===== src/rtl/matmul_sequencer_if.sv =====
// matmul_sequencer_if: groups the run handshake, operand-store addresses,
// MAC strobes and result-store write port of the matrix-multiply sequencer.
//   start/busy/done      : run handshake
//   a_addr/b_addr        : operand-store read addresses
//   mac_clear/mac_load   : MAC strobes, mac_o is the MAC accumulator
//   c_we/c_addr/c_data   : result-store write port
// master = sequencer side, slave = datapath / top-level side.
interface matmul_sequencer_if #(
  parameter int AW = 4
);
  logic          start;
  logic          busy;
  logic          done;
  logic [AW-1:0] a_addr;
  logic [AW-1:0] b_addr;
  logic          mac_clear;
  logic          mac_load;
  logic [7:0]    mac_o;
  logic          c_we;
  logic [AW-1:0] c_addr;
  logic [7:0]    c_data;

  modport master (
    input  start, mac_o,
    output busy, done, a_addr, b_addr, mac_clear, mac_load, c_we, c_addr, c_data
  );

  modport slave (
    output start, mac_o,
    input  busy, done, a_addr, b_addr, mac_clear, mac_load, c_we, c_addr, c_data
  );
endinterface


===== src/rtl/matmul_sequencer.sv =====
// matmul_sequencer: walks a single MAC through C = A*B for N x N 4-bit
// matrices. Each element takes N ISSUE cycles (one operand pair each), one
// DRAIN cycle to fold in the last registered product, and one WRITE cycle
// that stores the settled accumulator into C.
// Ports:
//   clk  : clock, all state on posedge
//   rst  : synchronous active-high reset (also forces mac_clear)
//   bus  : matmul_sequencer_if.master (handshake, addresses, MAC strobes,
//          result write port)
module matmul_sequencer #(
  parameter int N  = 2,
  parameter int AW = 4
) (
  input  logic             clk,
  input  logic             rst,
  matmul_sequencer_if.master bus
);

  localparam int CW = $clog2(N);
  localparam logic [CW-1:0] LAST = CW'(N - 1);

  typedef enum logic [2:0] {IDLE, ISSUE, DRAIN, WRITE, DONE} state_t;

  state_t        state;
  logic [CW-1:0] i, j, k;
  logic          busy_q, done_q, load_q, clr_q, we_q;
  logic [AW-1:0] a_addr_q, b_addr_q, c_addr_q;

  // Row-major element address r*N+c.
  function automatic logic [AW-1:0] idx(input logic [CW-1:0] r,
                                        input logic [CW-1:0] c);
    return AW'(r) * AW'(N) + AW'(c);
  endfunction

  // Outputs are registered for the cycle being entered, so each branch sets
  // the strobes/addresses that belong to the next state.
  always_ff @(posedge clk) begin
    if (rst) begin
      state    <= IDLE;
      i        <= '0;
      j        <= '0;
      k        <= '0;
      busy_q   <= 1'b0;
      done_q   <= 1'b0;
      load_q   <= 1'b0;
      clr_q    <= 1'b0;
      we_q     <= 1'b0;
      a_addr_q <= '0;
      b_addr_q <= '0;
      c_addr_q <= '0;
    end else begin
      done_q <= 1'b0;
      load_q <= 1'b0;
      clr_q  <= 1'b0;
      we_q   <= 1'b0;
      case (state)
        IDLE: begin
          if (bus.start) begin
            state    <= ISSUE;
            i        <= '0;
            j        <= '0;
            k        <= '0;
            busy_q   <= 1'b1;
            a_addr_q <= '0;
            b_addr_q <= '0;
            clr_q    <= 1'b1;  // first k=0 cycle clears the accumulator
          end
        end
        ISSUE: begin
          // From k=1 on, the product registered at the previous edge is
          // accumulated; DRAIN picks up the last one.
          load_q <= 1'b1;
          if (k != LAST) begin
            k        <= k + CW'(1);
            a_addr_q <= idx(i, k + CW'(1));
            b_addr_q <= idx(k + CW'(1), j);
          end else begin
            state <= DRAIN;
          end
        end
        DRAIN: begin
          // Accumulator settles on this cycle's negedge, stable all of WRITE.
          state    <= WRITE;
          we_q     <= 1'b1;
          c_addr_q <= idx(i, j);
        end
        WRITE: begin
          k <= '0;
          if (j == LAST && i == LAST) begin
            state  <= DONE;
            busy_q <= 1'b0;
            done_q <= 1'b1;
          end else begin
            state <= ISSUE;
            clr_q <= 1'b1;
            if (j == LAST) begin
              j        <= '0;
              i        <= i + CW'(1);
              a_addr_q <= idx(i + CW'(1), '0);
              b_addr_q <= idx('0, '0);
            end else begin
              j        <= j + CW'(1);
              a_addr_q <= idx(i, '0);
              b_addr_q <= idx('0, j + CW'(1));
            end
          end
        end
        DONE: begin
          // start is ignored here; the earliest next run is the IDLE cycle.
          state <= IDLE;
        end
        default: state <= IDLE;
      endcase
    end
  end

  assign bus.busy      = busy_q;
  assign bus.done      = done_q;
  assign bus.a_addr    = a_addr_q;
  assign bus.b_addr    = b_addr_q;
  assign bus.mac_load  = load_q;
  // Reset holds the accumulator cleared while it is asserted.
  assign bus.mac_clear = rst | clr_q;
  assign bus.c_we      = we_q;
  assign bus.c_addr    = c_addr_q;
  assign bus.c_data    = we_q ? bus.mac_o : 8'd0;

endmodule


===== src/flat_wrapper.sv =====
// flat-port wrapper written by rule: the top's interface ports become plain ports
module matmul_sequencer_flat 
#(
  parameter int N  = 2,
  parameter int AW = 4
)
  (clk, rst, bus_start, bus_mac_o, bus_busy, bus_done, bus_a_addr, bus_b_addr, bus_mac_clear, bus_mac_load, bus_c_we, bus_c_addr, bus_c_data);
  matmul_sequencer_if #(.AW(AW)) bus_i ();
  input  logic clk;
  input  logic rst;
  input wire logic [$bits(bus_i.start)-1:0] bus_start;
  input wire logic [$bits(bus_i.mac_o)-1:0] bus_mac_o;
  output wire logic [$bits(bus_i.busy)-1:0] bus_busy;
  output wire logic [$bits(bus_i.done)-1:0] bus_done;
  output wire logic [$bits(bus_i.a_addr)-1:0] bus_a_addr;
  output wire logic [$bits(bus_i.b_addr)-1:0] bus_b_addr;
  output wire logic [$bits(bus_i.mac_clear)-1:0] bus_mac_clear;
  output wire logic [$bits(bus_i.mac_load)-1:0] bus_mac_load;
  output wire logic [$bits(bus_i.c_we)-1:0] bus_c_we;
  output wire logic [$bits(bus_i.c_addr)-1:0] bus_c_addr;
  output wire logic [$bits(bus_i.c_data)-1:0] bus_c_data;
  assign bus_i.start = bus_start;
  assign bus_i.mac_o = bus_mac_o;
  assign bus_busy = bus_i.busy;
  assign bus_done = bus_i.done;
  assign bus_a_addr = bus_i.a_addr;
  assign bus_b_addr = bus_i.b_addr;
  assign bus_mac_clear = bus_i.mac_clear;
  assign bus_mac_load = bus_i.mac_load;
  assign bus_c_we = bus_i.c_we;
  assign bus_c_addr = bus_i.c_addr;
  assign bus_c_data = bus_i.c_data;
  matmul_sequencer #(.N(N), .AW(AW)) u_core (.clk(clk), .rst(rst), .bus(bus_i));
endmodule

===== config.mk =====
export PLATFORM = sky130hd
export DESIGN_NAME = matmul_sequencer_flat
export DESIGN_NICKNAME = d
export VERILOG_FILES = /design/src/rtl/matmul_sequencer_if.sv /design/src/rtl/matmul_sequencer.sv /design/src/flat_wrapper.sv
export SDC_FILE = /design/constraint.sdc
export NUM_CORES = 1
export LEC_CHECK = 0
export CORE_MARGIN = 4
export CORE_UTILIZATION = 36
export CTS_CLUSTER_DIAMETER = 100
export DETAILED_ROUTE_END_ITERATION = 8
export GPL_TIMING_DRIVEN = 0
export PLACE_DENSITY = 0.73
export RECOVER_POWER = 50
export SLEW_MARGIN = 20
export SYNTH_ARGS = -nofsm -noshare
export SYNTH_HDL_FRONTEND = slang
export SYNTH_SLANG_ARGS = --single-unit

===== constraint.sdc =====
create_clock -name clk -period 1.67 [get_ports clk]
set_clock_uncertainty 0.15 [all_clocks]
set_input_delay 0.167 -clock clk [delete_from_list [all_inputs] [get_ports clk]]
set_output_delay 0.167 -clock clk [all_outputs]
set_load 0.005 [all_outputs]

==> flow_summary_export.csv <==
group,metric,value,unit
sta,timing.final.crit_share,97.34,%
worst_setup_path,worstPathRequired,1.74,ns
job,warnings,26,
synth,yosys_area,813.3,um^2
min_path,hold_end,"u_core.bus.c_we",
sta,finalHoldViolations,0,
worst_setup_path,crit_type,"reg2reg",
floorplanning,die_area,3084,um^2
worst_setup_path,cp.arrival,1.69,ns
cts,numCtsBuffers,3,
synth,topCellsByArea,"dfxtp_1 39%, buf_4 6.5%, and2_1 6.2%, a211o_1 4.3%, nor2_1 4.2%",
synth,yosys.area.top_type,"dfxtp_1",
finish,syn_to_final_growth,45.85,%
sta,rsz0062_at_grt,"no",
worst_setup_path,startpoint_type,"flip-flop",
floorplanning,dieWidth,55.53,um
finish,final_common_cell,"clkdlybuf4s50_1",
cts,cts_tree,"yes",
synth,ys_seq_share,39.38,%
route,dr.pass1.iters,4,
cts,clk_latency,0.28,ns
worst_setup_path,rr_startpoint,"u_core.j",
finish,antenna_cells,0,
sta,max_freq,0.6152,GHz
synth,yosysTopAreaCellShare,39.38,%
grt,antenna_found_initial,0,
sta,period_needed,1.626,ns
synth,synth_cell_types,33,
floorplanning,io_pins,36,
min_path,whs_path_depth,3,
synth,syn_area,813.3,um^2
worst_setup_path,r2r_end,"u_core.bus.b_addr[0]",
cts,cts.path.max_buffers,2,
grt,grt_overflow,0,
placed_design,port-buffer-count,28,
synth,synth_cells,90,
route,via_count,708,
route,ant_nets,0,
floorplanning,fp_util,39.44,%
status,run_status,"finished, final reports clean",
sta,finalSetupViolCount,0,
sta,whs,0.02767,ns
worst_setup_path,worst-path-max-fanout,7,
route,wirelength,1.744,mm
floorplanning,rows,16,
floorplanning,die_h,55.53,um
synth,yosys_cells,90,
power_and_ir_drop,leakage,0.4971,nW
finish,final_cell_mix,"23 x clkdlybuf4s50_1, 13 x dfxtp_1, 9 x nor2_1, 8 x and2_1, 7 x buf_4",
grt,track_usage,12.22,%
synth,ys.flops,16,
cts,numClockSinks,16,
route,drt-initial-drc-count,12,
grt,first_global_vias,714,
min_path,min_from,"rst",
power_and_ir_drop,p_per_area,624.0,nW/um^2
floorplanning,core_area,2062,um^2
worst_setup_path,r2r_slack,0.04,ns
sta,slew_viol_final,0,
synth,syn_area_per_cell,9.036,um^2
placed_design,dpl.hpwl,1.373,mm
route,vias_per_cell,4.597,
metrics by stage:
step                total power, mW  instances  setup TNS, ns  setup WS (ns)  area, um^2
floorplan                    0.4942         95              0        0.07493       832.0
finish                       0.7402        154              0        0.04444        1186
global placement             0.5518        150        -0.2290       -0.08511        1146
CTS                          0.7472        154              0       0.003916        1182
detailed placement           0.5545        150        -0.2364       -0.09012        1146
global route                 0.7845        154              0       0.004291        1186
cell usage after synthesis:
library cell	count
nand3_1	2
nor2_1	9
a21oi_2	2
a21o_1	1
nand3b_1	1
nor4b_2	1
buf_2	1
o21ai_0	3
inv_1	1
o21a_1	1
o21ba_2	1
nor3b_1	1
nand2b_4	1
o22a_1	1
xnor2_1	1
conb_1	1
a211oi_1	1
mux2i_1	1
or2b_1	1
buf_4	7
nand2b_1	4
or3_4	1
or2_2	1
dfxtp_1	16
a21oi_1	5
and2_1	8
buf_6	2
or2_4	2
nor3_1	2
ha_1	1
nand2_1	5
o22ai_1	1
a211o_1	4
registers in the layout, indices dropped and copies added, names as in the netlist:
signal / flops
u_core.bus.c_addr: 2
u_core.bus.done: 1
u_core.state: 3
u_core.bus.c_we: 1
u_core.bus.mac_load: 1
u_core.bus.a_addr: 2
u_core.i: 1
u_core.bus.b_addr: 1
u_core.k: 1
u_core.clr_q: 1
u_core.j: 1
u_core.bus.busy: 1
worst max-delay path, stage by stage, from the launching register on:
cell     delay (ns)
dfxtp_2        0.37
ha_2           0.23
or3_4          0.40
a211o_1        0.29
a21oi_2        0.13
how the worst max path moves through the flow:
stage	from	to	depth (start not counted)
4_1_cts	u_core.j	u_core.bus.b_addr[0]	4
3_5_place_dp	bus_start	u_core.bus.b_addr[0]	5
3_3_place_gp	bus_start	u_core.i	5
6_report	u_core.j	u_core.bus.b_addr[0]	4
2_1_floorplan	u_core.j	u_core.bus.a_addr[1]	4
5_1_grt	u_core.j	u_core.bus.a_addr[1]	4
area by class of cell:
class                   count  area, um^2
flip-flops and latches     16       326.6
fillers                   187       875.8
well taps                  27       33.78
multi-input cells          68       430.4
plain buffers              10       78.83
repair buffers             29       290.3
inverters                   1       3.754
clock buffers               3       22.52
power breakdown:
part,switching (mW),internal [mW],leakage (nW)
sequential,0.0108,0.395,0.132
clock,0.112,0.0836,0.0138
combinational,0.0523,0.0863,0.351
cells by family after synthesis:
group                    Yosys count  share of synthesized area [%]
multiplexers                       1                          1.231
adder cells (fa/ha/maj)            1                          1.538
flip-flops                        16                          39.38
AND-OR/OR-AND                     20                          17.23
other                              1                         0.4611
XOR/XNOR                           1                          1.077
buffers and inverters             11                          10.31
AND/OR/NAND/NOR                   39                          28.77
routing by layer:
layer,share of wire (%),wire [um],global-route usage [%]
met1,42,726,12.75
met2,48,843,21.79
met3,9.3,162,5.128
met4,0.63,11,4.167
met5,0,0,0
timing repair:
| item | CTS | global route |
|---|---|---|
| gates resized | 2 | 3 |
| hold buffers | 1 | 0 |
| setup endpoints to repair | 10 | 8 |
| hold endpoints to repair | 7 | 0 |
| pin swaps | 0 | 0 |
| setup buffers | 0 | 0 |
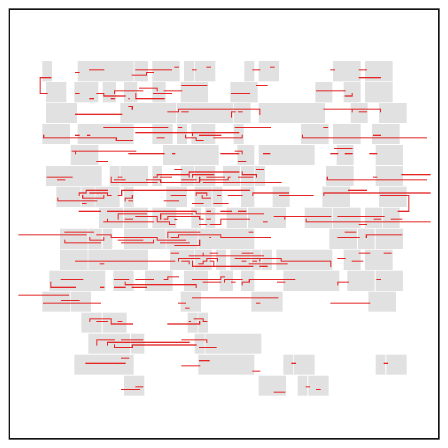
Fig. 1. Signal wires on met1.
Cells faint in the background.
The longest straight run is 16.6 um. 115 nets have wire on it. The layer carries 726 um of wire.

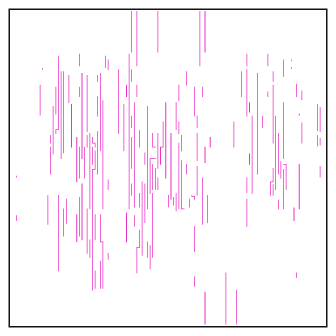
Fig. 2. Met2 routing.
117 nets have wire on it. The wires run mostly vertical. The layer holds 48% of the routed length. The layer carries 844 um of wire. The longest straight run is 27.2 um.

Power and IR drop assume default switching activity.
